Design adder_acc_flat, sky130hd; sources not shown.
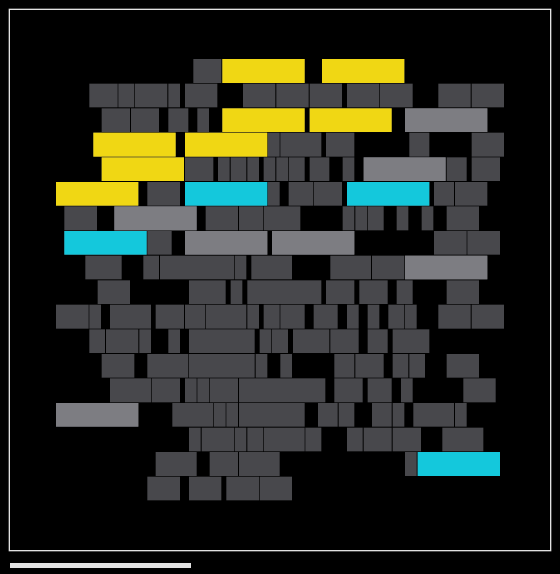
(images/ff_map.png)
The bar under the picture is 20 µm long. Other sequential cells in the stronger grey, the rest of the logic in the fainter grey.
- `u_core.bus.q`: cyan (sequential cells 4)
- `u_core.bus.count`: yellow (sequential cells 8)
fin util: 0.686
FF+latch area: 475 µm²
Flop+latch power: 408 µW

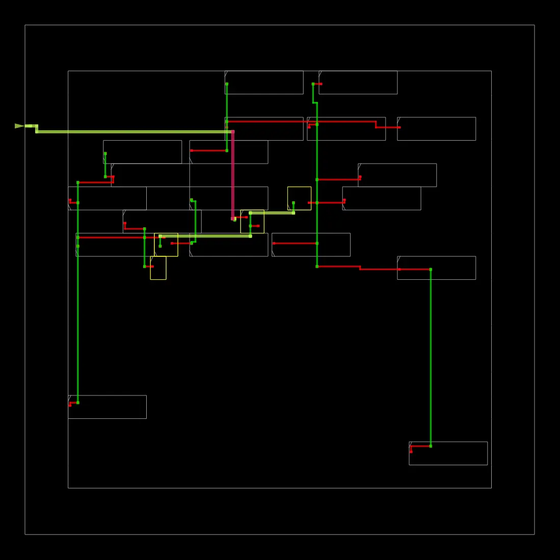
(images/clock_nets.png)
Skew-Pair Late Insertion Delay: 0.30 ns
# clock sinks: 19
Clock buffer cells: 3
flop count: 19

==> run summary <==
FP Util: 0.550
synthesized area: 0.00134 mm²
Metal-1 WL: 1150 µm
Min-Delay Path Depth: 1
CP arrival: 2.58 ns
post-layout minimum cycle time: 2.40 ns
Crit-path slowest cell: clkdlybuf4s50_1
nets@finish: 192
flip-flop count of the largest register after layout: 8
total power: 991 µW
leakage: 0.000743 µW
worst setup path class: primary input to register
Max-cap violations: 0
Worst VDD drop: 583 µV
final hold violation count: 0
worst hold slack: 0.489 ns
DR pass1 iterations: 4
synth warn: 0
n_diodes: 0
Die Size: 0.00357 mm²
vias in the first global route: 1058
Synth Area in Compound Gates: 0.107
FF-to-FF setup slack: 1.09 ns
pin count of the biggest net entering global routing: 20
placed insts: 187
syn nets: 162
outcome: completed
metal2 WL: 1390 µm
CTS Hold Buffers Added: 0
routed length per instance: 14.3 µm
YS chip area: 0.00134 mm²
Synth mux share: 0.0822
vias per cell: 5.39
library cells used by synthesis: 34
==> power by group through the flow <==
stage | combinational (µW) | sequential (µW) | clock [µW]
6_report | 457 | 408 | 126
2_1_floorplan | 250 | 408 | 0
5_1_grt | 509 | 423 | 140
4_1_cts | 463 | 409 | 129
3_3_place_gp | 441 | 407 | 0
3_5_place_dp | 462 | 413 | 0
==> worst register-to-register path: cells and delay by family, from the launching register on <==
kind	cells	cell delay, ns
xor gates and xnor gates	1	0.14
adders and majority gates	2	0.58
buffers and inverters	1	0.06
DFF	1	0.37
muxes	2	0.75
==> metrics by stage <==
| stage | util | cell area [µm²] |
|---|---|---|
| final | 0.686 | 1670 |
| after global routing | 0.686 | 1670 |
| after CTS | 0.686 | 1670 |
| after detailed placement | 0.675 | 1640 |
| after global placement | 0.675 | 1640 |
| after floorplan | - | 1340 |
==> Yosys cell counts, types with 3 or more instances <==
cell | number | area, µm²
a21oi_1 | 4 | 20.0
dfrtp_1 | 19 | 475
fa_1 | 3 | 60.1
ha_1 | 13 | 163
inv_1 | 10 | 37.5
mux2_2 | 4 | 45.0
nand2_1 | 17 | 63.8
nand2b_1 | 3 | 18.8
nand3_1 | 4 | 20.0
nor2_1 | 7 | 26.3
o21ai_0 | 6 | 30.0
xnor2_1 | 11 | 96.3
xor2_1 | 5 | 43.8
==> logic make-up after synthesis <==
logic type	count (synthesis)
and+or+nand+nor	39
AOI/OAI and AO/OA	19
DFF	19
xor gates and xnor gates	16
adders and majority gates	16
buffers and inverters	15
muxes	8
==> placed cells by master (no fill, tap or decap), types with 2 or more instances in the layout <==
| cell | synthesis | routed |
|---|---|---|
| a21oi_1 | 4 | 4 |
| a22oi_1 | 2 | 2 |
| clkbuf_4 | 0 | 3 |
| clkdlybuf4s50_1 | 0 | 29 |
| dfrtp_1 | 19 | 19 |
| fa_1 | 3 | 3 |
| ha_1 | 13 | 13 |
| inv_1 | 10 | 10 |
| mux2_2 | 4 | 4 |
| mux2i_1 | 2 | 2 |
| mux4_2 | 2 | 2 |
| nand2_1 | 17 | 17 |
| nand2b_1 | 3 | 3 |
| nand3_1 | 4 | 4 |
| nor2_1 | 7 | 7 |
| nor2b_1 | 2 | 2 |
| o21ai_0 | 6 | 6 |
| xnor2_1 | 11 | 11 |
| xor2_1 | 5 | 5 |
==> cell type report <==
class,instances,area [µm²]
clock buffer,3,22.5
tap,30,37.5
inverter,11,41.3
multi-input combinational,98,797
fill,191,763
timing repair buffer,29,290
sequential,19,475
clock inverter,1,5.00
==> per-layer routing <==
| metal | track usage | vias to the layer above |
|---|---|---|
| li1 | - | 502 |
| met1 | 0.216 | 498 |
| met3 | 0.0410 | 2 |
| met2 | 0.295 | 28 |
| met4 | 0.0380 | 0 |
| met5 | 0 | - |
Power figures rest on the tool's default switching activity, not on a simulated workload.
